==> config.mk <==
export PLATFORM = sky130hd
export DESIGN_NAME = tx_slot_writer_flat
export DESIGN_NICKNAME = d
export VERILOG_FILES = /design/src/rtl/tx_slot_writer_pkg.sv /design/src/rtl/tx_slot_writer_if.sv /design/src/rtl/tx_slot_writer.sv /design/src/flat_wrapper.sv
export SDC_FILE = /design/constraint.sdc
export NUM_CORES = 1
export LEC_CHECK = 0
export CORE_MARGIN = 2
export CORE_UTILIZATION = 49
export DETAILED_ROUTE_END_ITERATION = 16
export PLACE_DENSITY = 0.73
export SLEW_MARGIN = 0
export SYNTH_ARGS = -nofsm -noshare
export SYNTH_HDL_FRONTEND = slang
export SYNTH_SLANG_ARGS = --single-unit
==> constraint.sdc <==
create_clock -name gmii_tx_clk -period 8.2 [get_ports gmii_tx_clk]
set_input_delay 2.46 -clock gmii_tx_clk [delete_from_list [all_inputs] [get_ports gmii_tx_clk]]
set_output_delay 2.46 -clock gmii_tx_clk [all_outputs]
set_load 0.03 [all_outputs]
==> src/rtl/tx_slot_writer_pkg.sv <==
// tx_slot_writer_pkg
// Shared definitions for the TX slot ring writer and the software/hardware
// sender that parses the ring. It holds the header size, the header word index
// map, the writer FSM state encoding, and small record-size/counter helpers.
package tx_slot_writer_pkg;

    // Each ring record starts with this many 16-bit header words
    localparam int HDR_WORDS = 7;

    // Header word order inside a record (offset from the record start)
    localparam logic [2:0] HDR_IDX_LEN      = 3'd0;
    localparam logic [2:0] HDR_IDX_TS_63_48 = 3'd1;
    localparam logic [2:0] HDR_IDX_TS_47_32 = 3'd2;
    localparam logic [2:0] HDR_IDX_TS_31_16 = 3'd3;
    localparam logic [2:0] HDR_IDX_TS_15_0  = 3'd4;
    localparam logic [2:0] HDR_IDX_HASH_HI  = 3'd5;
    localparam logic [2:0] HDR_IDX_HASH_LO  = 3'd6;

    typedef enum logic [2:0] {
        ST_IDLE    = 3'd0,
        ST_HDR     = 3'd1,
        ST_PAYLOAD = 3'd2,
        ST_DRAIN   = 3'd3,
        ST_COMMIT  = 3'd4
    } state_e;

    // Payload words for a byte length: ceil(len/2), cannot overflow 16 bits
    function automatic logic [15:0] payload_words(input logic [15:0] len);
        return {1'b0, len[15:1]} + {15'd0, len[0]};
    endfunction

    // Whole record size in words: header plus payload
    function automatic logic [16:0] record_words(input logic [15:0] len);
        return 17'(HDR_WORDS) + {1'b0, payload_words(len)};
    endfunction

    // Saturating 16-bit increment for event counters
    function automatic logic [15:0] sat_inc16(input logic [15:0] value);
        return (value == 16'hFFFF) ? 16'hFFFF : value + 16'd1;
    endfunction

endpackage

==> src/rtl/tx_slot_writer_if.sv <==
// tx_slot_writer_if
// Bundles the descriptor handshake, payload stream and ring write port of the
// TX slot writer.
//   desc_*  : descriptor (len, timestamp/command word, hash) with valid/ready
//   pl_*    : 16-bit payload words, byte [15:8] first, pl_last on final word
//   slot_*  : ring write port (data, byte enables, address, write strobe)
// Modport slave is the writer itself; master is the frame source / ring side.
interface tx_slot_writer_if #(
    parameter int PTR_W = 14
) ();
    logic             desc_valid;
    logic             desc_ready;
    logic [15:0]      desc_len;
    logic [63:0]      desc_ts;
    logic [31:0]      desc_hash;

    logic             pl_valid;
    logic             pl_ready;
    logic [15:0]      pl_data;
    logic             pl_last;

    logic [15:0]      slot_tx_eth_data;
    logic [1:0]       slot_tx_eth_byte_en;
    logic [PTR_W-1:0] slot_tx_eth_addr;
    logic             slot_tx_eth_wr_en;

    modport slave (
        input  desc_valid, desc_len, desc_ts, desc_hash,
        input  pl_valid, pl_data, pl_last,
        output desc_ready, pl_ready,
        output slot_tx_eth_data, slot_tx_eth_byte_en, slot_tx_eth_addr, slot_tx_eth_wr_en
    );

    modport master (
        output desc_valid, desc_len, desc_ts, desc_hash,
        output pl_valid, pl_data, pl_last,
        input  desc_ready, pl_ready,
        input  slot_tx_eth_data, slot_tx_eth_byte_en, slot_tx_eth_addr, slot_tx_eth_wr_en
    );
endinterface

==> src/rtl/tx_slot_writer.sv <==
// tx_slot_writer
// Writes accepted TX frames into a 16-bit-word ring as records of
// {len, ts x4, hash x2, payload}, and publishes a record to the consumer only
// by advancing mem_wr_ptr once the whole record is in the ring.
// Ports:
//   gmii_tx_clk : clock (rising edge)
//   sys_rst     : asynchronous active-high reset
//   bus         : descriptor / payload / ring write port (slave modport)
//   mem_wr_ptr  : committed write pointer (out)
//   mem_rd_ptr  : consumer's committed read pointer (in)
//   drop_count  : rejected or aborted frames, saturating (out)
//   err         : one-cycle pulse per malformed payload (out)
module tx_slot_writer
    import tx_slot_writer_pkg::*;
#(
    parameter int PTR_W   = 14,
    parameter int MIN_LEN = 60,
    parameter int MAX_LEN = 1514
) (
    input  logic             gmii_tx_clk,
    input  logic             sys_rst,
    tx_slot_writer_if.slave  bus,
    output logic [PTR_W-1:0] mem_wr_ptr,
    input  logic [PTR_W-1:0] mem_rd_ptr,
    output logic [15:0]      drop_count,
    output logic             err
);

    state_e           state_q;
    logic [PTR_W-1:0] wa_q;
    logic [PTR_W-1:0] wr_ptr_q;
    logic [15:0]      len_q;
    logic [63:0]      ts_q;
    logic [31:0]      hash_q;
    logic [2:0]       hdr_idx_q;
    logic [15:0]      words_q;
    logic [15:0]      cnt_q;
    logic [15:0]      drop_q;
    logic             err_q;
    logic [15:0]      data_q;
    logic [1:0]       be_q;
    logic [PTR_W-1:0] addr_q;
    logic             wr_en_q;

    logic [PTR_W-1:0] free_s;
    logic [16:0]      need_s;
    logic             len_ok_s;
    logic             room_s;
    logic             desc_ready_s;
    logic             pl_ready_s;
    logic             desc_fire_s;
    logic             pl_fire_s;
    logic             last_expected_s;
    logic [15:0]      hdr_word_s;

    // One word is always kept empty so equal pointers mean an empty ring
    assign free_s   = mem_rd_ptr - wr_ptr_q - {{(PTR_W-1){1'b0}}, 1'b1};
    assign need_s   = record_words(bus.desc_len);
    assign len_ok_s = (bus.desc_len >= 16'(MIN_LEN)) && (bus.desc_len <= 16'(MAX_LEN));
    assign room_s   = 32'(free_s) >= 32'(need_s);

    // Descriptor ready: bad lengths are always taken (to be drained), good ones wait for room
    always_comb begin
        desc_ready_s = 1'b0;
        if (sys_rst) begin
            desc_ready_s = 1'b0;
        end else if (state_q != ST_IDLE) begin
            desc_ready_s = 1'b0;
        end else if (!len_ok_s) begin
            desc_ready_s = 1'b1;
        end else begin
            desc_ready_s = room_s;
        end
    end

    assign pl_ready_s      = (state_q == ST_PAYLOAD) || (state_q == ST_DRAIN);
    assign desc_fire_s     = bus.desc_valid && desc_ready_s;
    assign pl_fire_s       = bus.pl_valid && pl_ready_s;
    assign last_expected_s = (cnt_q == words_q - 16'd1);

    // Header word selected by the header index
    always_comb begin
        hdr_word_s = 16'h0000;
        case (hdr_idx_q)
            HDR_IDX_LEN:      hdr_word_s = len_q;
            HDR_IDX_TS_63_48: hdr_word_s = ts_q[63:48];
            HDR_IDX_TS_47_32: hdr_word_s = ts_q[47:32];
            HDR_IDX_TS_31_16: hdr_word_s = ts_q[31:16];
            HDR_IDX_TS_15_0:  hdr_word_s = ts_q[15:0];
            HDR_IDX_HASH_HI:  hdr_word_s = hash_q[31:16];
            HDR_IDX_HASH_LO:  hdr_word_s = hash_q[15:0];
            default:          hdr_word_s = 16'h0000;
        endcase
    end

    // Writer FSM with registered ring-port, pointer and status outputs
    always_ff @(posedge gmii_tx_clk or posedge sys_rst) begin
        if (sys_rst) begin
            state_q   <= ST_IDLE;
            wa_q      <= '0;
            wr_ptr_q  <= '0;
            len_q     <= 16'd0;
            ts_q      <= 64'd0;
            hash_q    <= 32'd0;
            hdr_idx_q <= 3'd0;
            words_q   <= 16'd0;
            cnt_q     <= 16'd0;
            drop_q    <= 16'd0;
            err_q     <= 1'b0;
            data_q    <= 16'd0;
            be_q      <= 2'b00;
            addr_q    <= '0;
            wr_en_q   <= 1'b0;
        end else begin
            wr_en_q <= 1'b0;
            err_q   <= 1'b0;
            case (state_q)
                ST_IDLE: begin
                    if (desc_fire_s) begin
                        if (!len_ok_s) begin
                            drop_q  <= sat_inc16(drop_q);
                            state_q <= ST_DRAIN;
                        end else begin
                            len_q     <= bus.desc_len;
                            ts_q      <= bus.desc_ts;
                            hash_q    <= bus.desc_hash;
                            words_q   <= payload_words(bus.desc_len);
                            cnt_q     <= 16'd0;
                            hdr_idx_q <= 3'd0;
                            wa_q      <= wr_ptr_q;
                            state_q   <= ST_HDR;
                        end
                    end
                end
                ST_HDR: begin
                    wr_en_q <= 1'b1;
                    be_q    <= 2'b11;
                    addr_q  <= wa_q;
                    data_q  <= hdr_word_s;
                    wa_q    <= wa_q + {{(PTR_W-1){1'b0}}, 1'b1};
                    if (hdr_idx_q == HDR_IDX_HASH_LO) begin
                        state_q <= ST_PAYLOAD;
                    end else begin
                        hdr_idx_q <= hdr_idx_q + 3'd1;
                    end
                end
                ST_PAYLOAD: begin
                    if (pl_fire_s) begin
                        if (bus.pl_last && !last_expected_s) begin
                            // Short frame: abandon the record, nothing was published
                            err_q   <= 1'b1;
                            drop_q  <= sat_inc16(drop_q);
                            state_q <= ST_IDLE;
                        end else if (!bus.pl_last && last_expected_s) begin
                            // Long frame: swallow the rest up to its pl_last
                            err_q   <= 1'b1;
                            drop_q  <= sat_inc16(drop_q);
                            state_q <= ST_DRAIN;
                        end else begin
                            wr_en_q <= 1'b1;
                            addr_q  <= wa_q;
                            data_q  <= bus.pl_data;
                            be_q    <= (last_expected_s && len_q[0]) ? 2'b10 : 2'b11;
                            wa_q    <= wa_q + {{(PTR_W-1){1'b0}}, 1'b1};
                            cnt_q   <= cnt_q + 16'd1;
                            if (last_expected_s) begin
                                state_q <= ST_COMMIT;
                            end
                        end
                    end
                end
                ST_DRAIN: begin
                    if (pl_fire_s && bus.pl_last) begin
                        state_q <= ST_IDLE;
                    end
                end
                ST_COMMIT: begin
                    // wa_q has advanced by exactly one record from the start pointer
                    wr_ptr_q <= wa_q;
                    state_q  <= ST_IDLE;
                end
                default: begin
                    state_q <= ST_IDLE;
                end
            endcase
        end
    end

    assign bus.desc_ready          = desc_ready_s;
    assign bus.pl_ready            = pl_ready_s;
    assign bus.slot_tx_eth_data    = data_q;
    assign bus.slot_tx_eth_byte_en = be_q;
    assign bus.slot_tx_eth_addr    = addr_q;
    assign bus.slot_tx_eth_wr_en   = wr_en_q;
    assign mem_wr_ptr              = wr_ptr_q;
    assign drop_count              = drop_q;
    assign err                     = err_q;

endmodule

==> src/flat_wrapper.sv <==
// flat-port wrapper written by rule: the top's interface ports become plain ports
module tx_slot_writer_flat import tx_slot_writer_pkg::*;
#(
    parameter int PTR_W   = 14,
    parameter int MIN_LEN = 60,
    parameter int MAX_LEN = 1514
)
  (gmii_tx_clk, sys_rst, mem_wr_ptr, mem_rd_ptr, drop_count, err, bus_desc_valid, bus_desc_len, bus_desc_ts, bus_desc_hash, bus_pl_valid, bus_pl_data, bus_pl_last, bus_desc_ready, bus_pl_ready, bus_slot_tx_eth_data, bus_slot_tx_eth_byte_en, bus_slot_tx_eth_addr, bus_slot_tx_eth_wr_en);
  tx_slot_writer_if #(.PTR_W(PTR_W)) bus_i ();
  input  logic gmii_tx_clk;
  input  logic sys_rst;
  output logic [PTR_W-1:0] mem_wr_ptr;
  input  logic [PTR_W-1:0] mem_rd_ptr;
  output logic [15:0] drop_count;
  output logic err;
  input wire logic [$bits(bus_i.desc_valid)-1:0] bus_desc_valid;
  input wire logic [$bits(bus_i.desc_len)-1:0] bus_desc_len;
  input wire logic [$bits(bus_i.desc_ts)-1:0] bus_desc_ts;
  input wire logic [$bits(bus_i.desc_hash)-1:0] bus_desc_hash;
  input wire logic [$bits(bus_i.pl_valid)-1:0] bus_pl_valid;
  input wire logic [$bits(bus_i.pl_data)-1:0] bus_pl_data;
  input wire logic [$bits(bus_i.pl_last)-1:0] bus_pl_last;
  output wire logic [$bits(bus_i.desc_ready)-1:0] bus_desc_ready;
  output wire logic [$bits(bus_i.pl_ready)-1:0] bus_pl_ready;
  output wire logic [$bits(bus_i.slot_tx_eth_data)-1:0] bus_slot_tx_eth_data;
  output wire logic [$bits(bus_i.slot_tx_eth_byte_en)-1:0] bus_slot_tx_eth_byte_en;
  output wire logic [$bits(bus_i.slot_tx_eth_addr)-1:0] bus_slot_tx_eth_addr;
  output wire logic [$bits(bus_i.slot_tx_eth_wr_en)-1:0] bus_slot_tx_eth_wr_en;
  assign bus_i.desc_valid = bus_desc_valid;
  assign bus_i.desc_len = bus_desc_len;
  assign bus_i.desc_ts = bus_desc_ts;
  assign bus_i.desc_hash = bus_desc_hash;
  assign bus_i.pl_valid = bus_pl_valid;
  assign bus_i.pl_data = bus_pl_data;
  assign bus_i.pl_last = bus_pl_last;
  assign bus_desc_ready = bus_i.desc_ready;
  assign bus_pl_ready = bus_i.pl_ready;
  assign bus_slot_tx_eth_data = bus_i.slot_tx_eth_data;
  assign bus_slot_tx_eth_byte_en = bus_i.slot_tx_eth_byte_en;
  assign bus_slot_tx_eth_addr = bus_i.slot_tx_eth_addr;
  assign bus_slot_tx_eth_wr_en = bus_i.slot_tx_eth_wr_en;
  tx_slot_writer #(.PTR_W(PTR_W), .MIN_LEN(MIN_LEN), .MAX_LEN(MAX_LEN)) u_core (.gmii_tx_clk(gmii_tx_clk), .sys_rst(sys_rst), .bus(bus_i), .mem_wr_ptr(mem_wr_ptr), .mem_rd_ptr(mem_rd_ptr), .drop_count(drop_count), .err(err));
endmodule
**Run 1: signal wires on met2**

(1.5 px per um) Cells faint in the background.
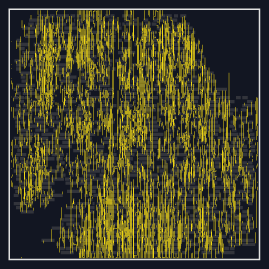
share of all routed wire: 47%
wire length on this layer: 16600 um
nets with wire on the layer: 1458
main direction: vertical
longest straight run: 52.4 um
Detailed Route WL: 35400 um
via count: 10600

**Run 1: selected gate families**

(3 px per um)
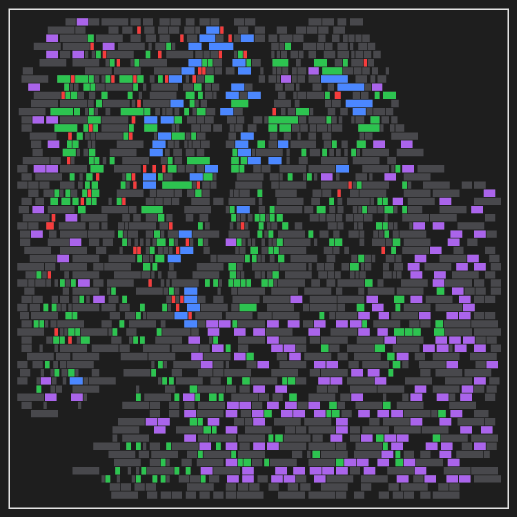
[green] aoi and oai cells | cells: 280 | where: spread over the die
[red] inv cells | cells: 56
[blue] fa/ha/maj cells | cells: 45
[purple] mux cells | cells: 177
logic share of the area: 0.407
most used logic cell in the final layout: dfrtp_1

==> reports/metrics.csv, run 1 <==
stage,metric,value,unit
run_status,status,"complete, no violations",
final_timing,hold_slack,476,ps
floorplan,fp-utilization,0.495,
worst_setup_path,crit_end,bus_desc_ready,
worst_setup_path,crit_type,in2out,
drt,first_iter_violations,829,
placement,gp_congestion,0.890,
floorplan,nWellTaps,335,
pwr,vdd_ir_drop_max,0.000258,V
yosys,ys_sh_simple,0.127,
hold_path,hold_end,u_core.bus.slot_tx_eth_byte_en[1],
yosys,ys.flop_type,dfrtp_1,
yosys,synth-async-reset-ratio,1.00,
final_layout,final_cells,1848,
clock_network,numCtsBuffers,25,
pwr,powerClk,1.08,mW
placement,dpl_worst_slack,-651,ps
worst_setup_path,worst_r2r_path_depth,17,
final_timing,fin_crit_sh,0.994,
worst_setup_path,reg2reg_setup_slack,2900,ps
final_layout,top_regs,"u_core.ts_q (64), u_core.hash_q (32)",
pwr,clkPwrFrac,0.213,
worst_setup_path,slowest_stage,or4_4,
drt,wl_per_cell,19.2,um
clock_network,clock_latency,540,ps
floorplan,chip_area,27500,um2
final_layout,nFillCells,2054,
final_layout,nClkBuffers,39,
drt,dr_wl_met2,16600,um
final_layout,final_area,16700,um2
clock_network,cts_tree,yes,
worst_setup_path,path_buffers,2,
floorplan,ios,213,
hold_path,min_from,u_core.bus.slot_tx_eth_byte_en[1],
pwr,p_comb_frac,0.475,
global_route,antenna_found_initial,2,
floorplan,core,25900,um2
final_layout,diodes,2,
drt,viasPerCell,5.73,
yosys,numSynthFlops,228,
final_layout,nNonClkBuffers,292,
pwr,top_power_group,combinational cells,
final_layout,clk_share,0.0466,
final_timing,worst_pin_slew,1030,ps
yosys,syn_nets,1442,
pwr,p_sw,2.01,mW
worst_setup_path,critical_path_depth,15,
final_layout,layout_top_cells,"dfrtp_1 (227), clkdlybuf4s50_1 (202), mux2_2 (169)",
final_layout,logic_area,6790,um2
pwr,seq_power_share,0.312,
clock_network,ctsRootBufferMaster,clkbuf_16,
final_layout,logic_gate_count,893,
yosys,synth_seq_share,0.445,
yosys,top_cells_by_area,"dfrtp_1 (44%), mux2_2 (15%), ha_1 (4.2%)",
final_layout,regMostFlops,u_core.ts_q,
worst_setup_path,crit_chain,"clkdlybuf4s50_1, or4_4, a21boi_4, nor2_1, nor2_2, a32oi_1, xor2_1, ha_1, and4_1, a31oi_1, o211ai_1, nand2_1, a21o_1, a211oi_4, buf_6",
flow_run,max_cap_viol_count,0,
final_timing,rsz0062_at_grt,true,
drt,wl_met3,2060,um
placement,dpl.hpwl,25600,um
placement,io_buffers,212,
yosys,mux_share,0.155,
drt,dr.pass1.iters,5,
final_timing,period_needed,8150,ps
clock_network,cts_hold_buf,0,
yosys,syn_avg_cell_area,10.3,um2
drt,drc,0,
clock_network,cts_setup_buffers,11,
global_route,use_met3,0.0439,
yosys,yosys_warnings,0,
worst_setup_path,reg2reg_to,u_core.wa_q[13],
final_layout,synthToLayoutAreaGrowth,30.2,%
pwr,comb_cell_power,2.40,mW
yosys,yosys.area.top_type,dfrtp_1,
clock_network,path_clk_slew,60,ps
floorplan,die_w,166,um
worst_setup_path,slowest_delay,590,ps
final_timing,final_max_slew_viol_count,0,
worst_setup_path,crit_path_start_kind,input port,
worst_setup_path,cp.required,5740,ps
final_layout,buffer_area_frac,0.167,
hold_path,hp-class,reg2reg,
final_timing,slew-limit-headroom,0.316,
global_route,grt_max_degree,189,
pwr,p_leak,7.60,nW
placement,placed_area,15600,um2
final_layout,largest_register_ffs,64,
yosys,yosys_area,12800,um2
worst_setup_path,r2r_start,u_core.words_q[0],
hold_path,hold_depth,1,
clock_network,clockBufferDepth,3,
yosys,synthXorXnorAreaFrac,0.0355,
clock_network,htree_levels,1,
yosys,synth_top_area_share,0.445,
global_route,grt_pass1_wl,57500,um
worst_setup_path,crit_family,simple AND/OR/NAND/NOR gates,
worst_setup_path,timing.critical_path.from,bus_desc_len[9],
yosys,syn_inst,1251,
final_timing,finalClockSkew,22.8,ps
yosys,synth.most_common_cell,dfrtp_1,
global_route,first_global_vias,10600,
worst_setup_path,endpoint_kind,output port,
drt,met1Wirelength,15900,um
yosys,yosysCellCount,1251,
global_route,overflow,0,
clock_network,cts_resized,46,
worst_setup_path,path_max_fanout,2,
flow_run,warnings,36,
yosys,aoi_share,0.151,
pwr,intPower,3.03,mW
yosys,ys_sh_adder,0.0443,
final_timing,fin_tns_setup,0,ps
worst_setup_path,worst_ep_arrival_time,5690,ps
final_layout,layout.nets,1687,
final_layout,largestClassByArea,combinational gates,
yosys,edf_count,0,
yosys,synthTopCellsByCount,"dfrtp_1 (228), mux2_2 (169), nand2_1 (93), a21oi_1 (87), o21ai_0 (77)",
final_layout,seq_cells,228,
final_timing,fmax,123,MHz
final_timing,finalHoldViolations,0,
final_layout,inv_count,56,
final_timing,layout_setup_ws,50.5,ps
pwr,total_power,5.04,mW
placement,numPlacedInstances,1792,
drt,drtAntennaViolNets,0,
pwr,swShare,0.399,
**Run 1: routing congestion map**

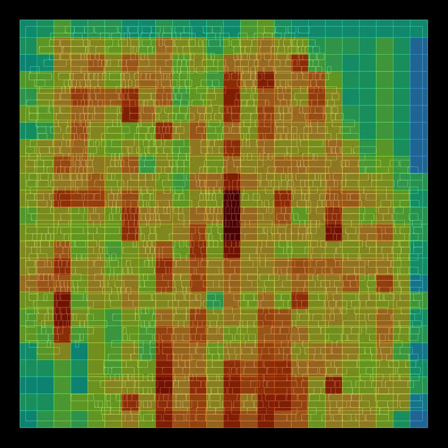
gr usage total: 0.255
final core utilization: 0.645
GRT busiest layer: met2
GRT met2 Usage: 0.413

**Run 1: sequential cells coloured by netlist name**

(3 px per um)
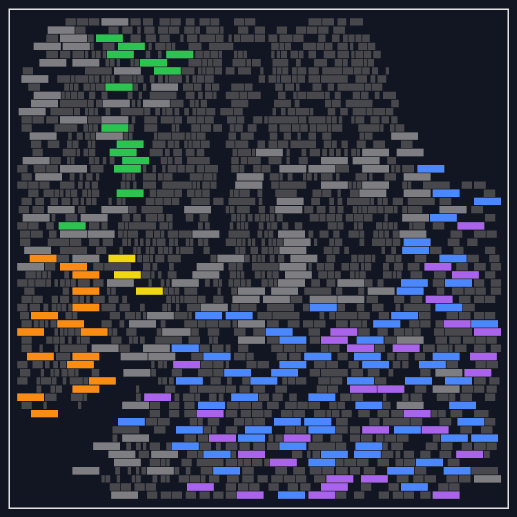
[blue] `u_core.ts_q` | sequential cells: 64
[orange] `u_core.drop_count` | sequential cells: 16
[green] `u_core.mem_wr_ptr` | sequential cells: 14 | where: north-west
[yellow] `u_core.state_q` | sequential cells: 3
[purple] `u_core.hash_q` | sequential cells: 32
flop share of the area: 0.342
Reg area: 5710 um2
Seq power: 1.57 mW

--- run 2 (diff from run 1) ---
--- a/config.mk
+++ b/config.mk
@@ -5,6 +5,7 @@
 export SDC_FILE = /design/constraint.sdc
 export NUM_CORES = 1
 export LEC_CHECK = 0
+export CAP_MARGIN = 20
 export CORE_MARGIN = 2
 export CORE_UTILIZATION = 49
 export DETAILED_ROUTE_END_ITERATION = 16
**Run 2: signal wires on met2**

(1.5 px per um) Cells faint in the background.
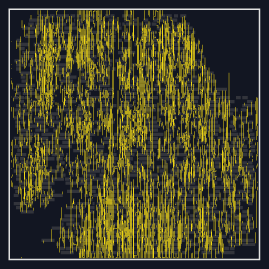
longest straight run: 52.4 um
share of all routed wire: 47%

==> run 2 against run 1 <==
  * Cell area did not move
  * Synthesized cell count unchanged
  * First-iteration DRC count did not move
  * Die size did not move
  * Area after synthesis unchanged
  * Power is the same
  * Largest cell class unchanged
==> reports/metrics.csv, run 2 <==
stage,metric,value,unit,change
worst_setup_path,worst_ep_arrival_time,5690,ps,about the same
final_timing,final_max_slew_viol_count,0,,unchanged
run_status,status,"complete, no violations",,
final_layout,postLayoutCoreUtil,0.645,,unchanged
yosys,syn_inst,1251,,unchanged
final_timing,hold_slack,476,ps,unchanged
final_timing,fin_tns_setup,0,ps,unchanged
final_timing,fmax,123,MHz,unchanged
clock_network,ctsRootBufferMaster,clkbuf_16,,
clock_network,htree_levels,1,,unchanged
placement,gp_congestion,0.890,,unchanged
final_layout,diodes,2,,unchanged
worst_setup_path,reg2reg_setup_slack,2900,ps,about the same
drt,viasPerCell,5.73,,unchanged
pwr,p_leak,7.60,nW,unchanged
drt,first_iter_violations,829,,unchanged
final_layout,seq_cells,228,,unchanged
drt,detail_route.wirelength,35400,um,unchanged
yosys,ys_sh_adder,0.0443,,unchanged
final_layout,regArea,5710,um2,unchanged
yosys,yosys_warnings,0,,unchanged
drt,wl_met3,2060,um,unchanged
floorplan,chip_area,27500,um2,unchanged
clock_network,numCtsBuffers,25,,unchanged
global_route,first_global_vias,10600,,unchanged
worst_setup_path,worst_r2r_path_depth,17,,unchanged
global_route,overflow,0,,unchanged
pwr,p_sw,2.01,mW,unchanged
floorplan,fp-utilization,0.495,,unchanged
final_layout,inv_count,56,,unchanged
global_route,grt_usage,0.255,,unchanged
final_layout,final_cells,1848,,unchanged
worst_setup_path,crit_end,bus_desc_ready,,
worst_setup_path,crit_type,in2out,,
worst_setup_path,timing.critical_path.from,bus_desc_len[9],,
floorplan,nWellTaps,335,,unchanged
pwr,intPower,3.03,mW,unchanged
yosys,edf_count,0,,unchanged
yosys,syn_nets,1442,,unchanged
hold_path,hold_depth,1,,unchanged
final_layout,regMostFlops,u_core.ts_q,,
yosys,syn_avg_cell_area,10.3,um2,unchanged
pwr,seq_power_share,0.312,,about the same
placement,dpl.hpwl,25600,um,unchanged
yosys,ys_sh_simple,0.127,,unchanged
final_timing,layout_setup_ws,50.5,ps,unchanged
placement,dpl_worst_slack,-651,ps,unchanged
yosys,ys.flop_type,dfrtp_1,,
clock_network,cts_hold_buf,0,,unchanged
pwr,comb_cell_power,2.40,mW,about the same
worst_setup_path,path_buffers,2,,unchanged
drt,dr_total_vias,10600,,unchanged
yosys,aoi_share,0.151,,unchanged
floorplan,core,25900,um2,unchanged
drt,drc,0,,unchanged
final_timing,finalHoldViolations,0,,unchanged
yosys,top_cells_by_area,"dfrtp_1 (44%), mux2_2 (15%), ha_1 (4.2%)",,
drt,dr.pass1.iters,5,,unchanged
yosys,mux_share,0.155,,unchanged
final_layout,buffer_area_frac,0.167,,unchanged
final_timing,finalClockSkew,22.8,ps,unchanged
final_timing,fin_crit_sh,0.994,,unchanged
drt,drtAntennaViolNets,0,,unchanged
final_layout,final_area,16700,um2,unchanged
worst_setup_path,crit_chain,"clkdlybuf4s50_1, or4_4, a21boi_4, nor2_1, nor2_2, a32oi_1, xor2_1, ha_1, and4_1, a31oi_1, o211ai_1, nand2_1, a21o_1, a211oi_4, buf_6",,
final_layout,comb_area_share,0.407,,unchanged
final_layout,layout_top_cells,"dfrtp_1 (227), clkdlybuf4s50_1 (202), mux2_2 (169)",,
final_layout,mostFrequentLayoutCell,dfrtp_1,,
global_route,antenna_found_initial,2,,unchanged
final_timing,period_needed,8150,ps,unchanged
clock_network,cts_resized,46,,unchanged
**Run 2: routing congestion map**

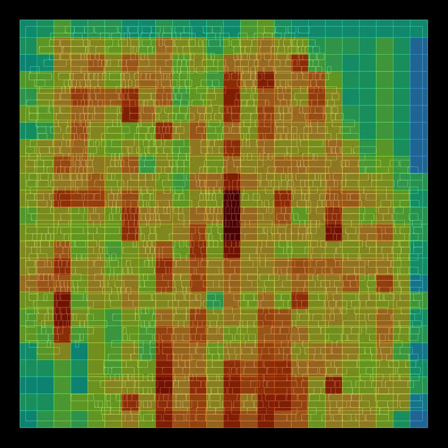
GRT met3 Usage: 0.0439
GR Util met1: 0.358

--- run 3 (diff from run 2) ---
--- a/config.mk
+++ b/config.mk
@@ -5,11 +5,9 @@
 export SDC_FILE = /design/constraint.sdc
 export NUM_CORES = 1
 export LEC_CHECK = 0
-export CAP_MARGIN = 20
-export CORE_MARGIN = 2
-export CORE_UTILIZATION = 49
+export CORE_UTILIZATION = 58
 export DETAILED_ROUTE_END_ITERATION = 16
-export PLACE_DENSITY = 0.73
+export PLACE_DENSITY = 0.82
 export SLEW_MARGIN = 0
 export SYNTH_ARGS = -nofsm -noshare
 export SYNTH_HDL_FRONTEND = slang
==> constraint.sdc (replaced) <==
create_clock -name gmii_tx_clk -period 9.55 [get_ports gmii_tx_clk]
set_input_delay 2.865 -clock gmii_tx_clk [delete_from_list [all_inputs] [get_ports gmii_tx_clk]]
set_output_delay 2.865 -clock gmii_tx_clk [all_outputs]
set_load 0.03 [all_outputs]
**Run 3: selected gate families**

(3 px per um)
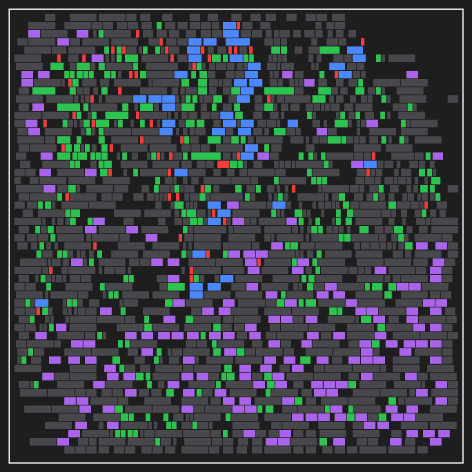
[red] inv cells | cells: 56
[green] aoi and oai cells | cells: 280 | where: spread over the die
[blue] fa/ha/maj cells | cells: 45
[purple] mux cells | cells: 177

==> run 3 against run 2 <==
  * Core utilization up 11 points
  * Critical path type unchanged
  * First-iteration DRC count down 20%
  * Clock-buffer cell count up 2
  * Clock power decreased by 4%
  * Register-to-register slack better by 910 ps
  * Largest power group unchanged
  * Routed wire length down 2.0%
  * Power is 13% lower
  * Die size down 17%
  * Highest routed layer is now met4
  * Synthesized cell count unchanged
==> reports/metrics.csv, run 3 <==
stage,metric,value,unit,change
run_status,status,"complete, no violations",,
final_layout,layout_top_cells,"dfrtp_1 (227), clkdlybuf4s50_1 (209), mux2_2 (169)",,
worst_setup_path,worst_r2r_path_depth,16,,-1
flow_run,max_cap_viol_count,0,,
final_timing,hold_slack,479,ps,+2.90 ps
drt,dr.pass1.iters,7,,+2
worst_setup_path,timing.critical_path.from,mem_rd_ptr[0],,
final_layout,sh_seq_area,0.349,,
final_layout,final_cells,1760,,-4.8%
drt,drtAntennaViolNets,0,,unchanged
yosys,ys.flop_type,dfrtp_1,,
worst_setup_path,path_max_fanout,2,,
hold_path,hold_depth,1,,unchanged
drt,drc,0,,unchanged
final_layout,diodes,1,,-1
final_timing,fmax,106,MHz,
final_layout,seq_cells,228,,unchanged
clock_network,cts_setup_buffers,0,,
final_timing,fin_tns_setup,0,ps,unchanged
floorplan,nWellTaps,280,,-16%
pwr,intPower,2.65,mW,-13%
clock_network,cts_hold_buf,0,,unchanged
final_timing,fin_crit_sh,0.990,,
worst_setup_path,crit_chain,"clkdlybuf4s50_1, ha_2, inv_2, fa_2, nor2b_2, o21ai_2, a21oi_2, o21ai_2, a21oi_2, and4_4, nor3_2, xnor2_1, ha_1, and4_1, a31oi_1, o211ai_1, nand2_1, a21o_1, a211oi_2, buf_4",,
placement,gp_congestion,0.908,,+2.1%
worst_setup_path,crit_type,in2out,,
clock_network,cts_resized,3,,-93%
final_layout,postLayoutCoreUtil,0.751,,+0.106
drt,dr_wl_met2,16200,um,
final_timing,finalHoldViolations,0,,unchanged
worst_setup_path,path_buffers,3,,+1
final_timing,final_max_slew_viol_count,0,,unchanged
final_layout,mostFrequentLayoutCell,dfrtp_1,,
global_route,grt_usage,0.311,,+0.0559
yosys,aoi_share,0.151,,unchanged
floorplan,chip_area,22700,um2,-17%
drt,viasPerCell,5.98,,+4.4%
clock_network,ctsRootBufferMaster,clkbuf_16,,
final_layout,comb_area_share,0.409,,+0.00256
yosys,ys_sh_simple,0.127,,unchanged
yosys,syn_nets,1442,,unchanged
global_route,overflow,0,,unchanged
yosys,syn_inst,1251,,unchanged
floorplan,fp-utilization,0.590,,+0.0946
global_route,first_global_vias,10500,,-1.3%
global_route,antenna_found_initial,1,,-1
pwr,p_sw,1.75,mW,-13%
yosys,yosys_warnings,0,,unchanged
clock_network,htree_levels,1,,unchanged
worst_setup_path,crit_end,bus_desc_ready,,
yosys,syn_avg_cell_area,10.3,um2,unchanged
clock_network,numCtsBuffers,26,,+4.0%
floorplan,core,21800,um2,-16%
final_layout,inv_count,56,,unchanged
drt,dr_total_vias,10500,,-0.54%
global_route,grt_util_met1,0.426,,+0.0675
yosys,top_cells_by_area,"dfrtp_1 (44%), mux2_2 (15%), ha_1 (4.2%)",,
yosys,ys_sh_adder,0.0443,,unchanged
final_layout,regMostFlops,u_core.ts_q,,
final_layout,buffer_area_frac,0.150,,-0.0167
drt,first_iter_violations,662,,-20%
placement,dpl_worst_slack,-232,ps,+419 ps
placement,dpl.hpwl,24800,um,-3.1%
global_route,use_met3,0.0567,,+0.0128
worst_setup_path,worst_ep_arrival_time,6590,ps,+900 ps
final_layout,regArea,5710,um2,unchanged
**Run 3: sequential cells coloured by netlist name**

(3 px per um)
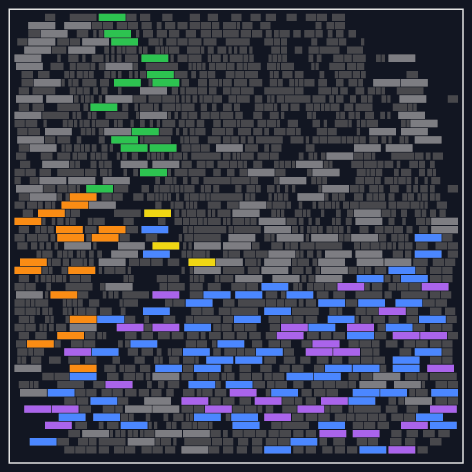
[green] `u_core.mem_wr_ptr` | sequential cells: 14 | where: north-west
[blue] `u_core.ts_q` | sequential cells: 64
[yellow] `u_core.state_q` | sequential cells: 3
[orange] `u_core.drop_count` | sequential cells: 16 | where: west
[purple] `u_core.hash_q` | sequential cells: 32 | where: a band across the bottom

No activity file was given, so power comes from the tool's default toggle rates.
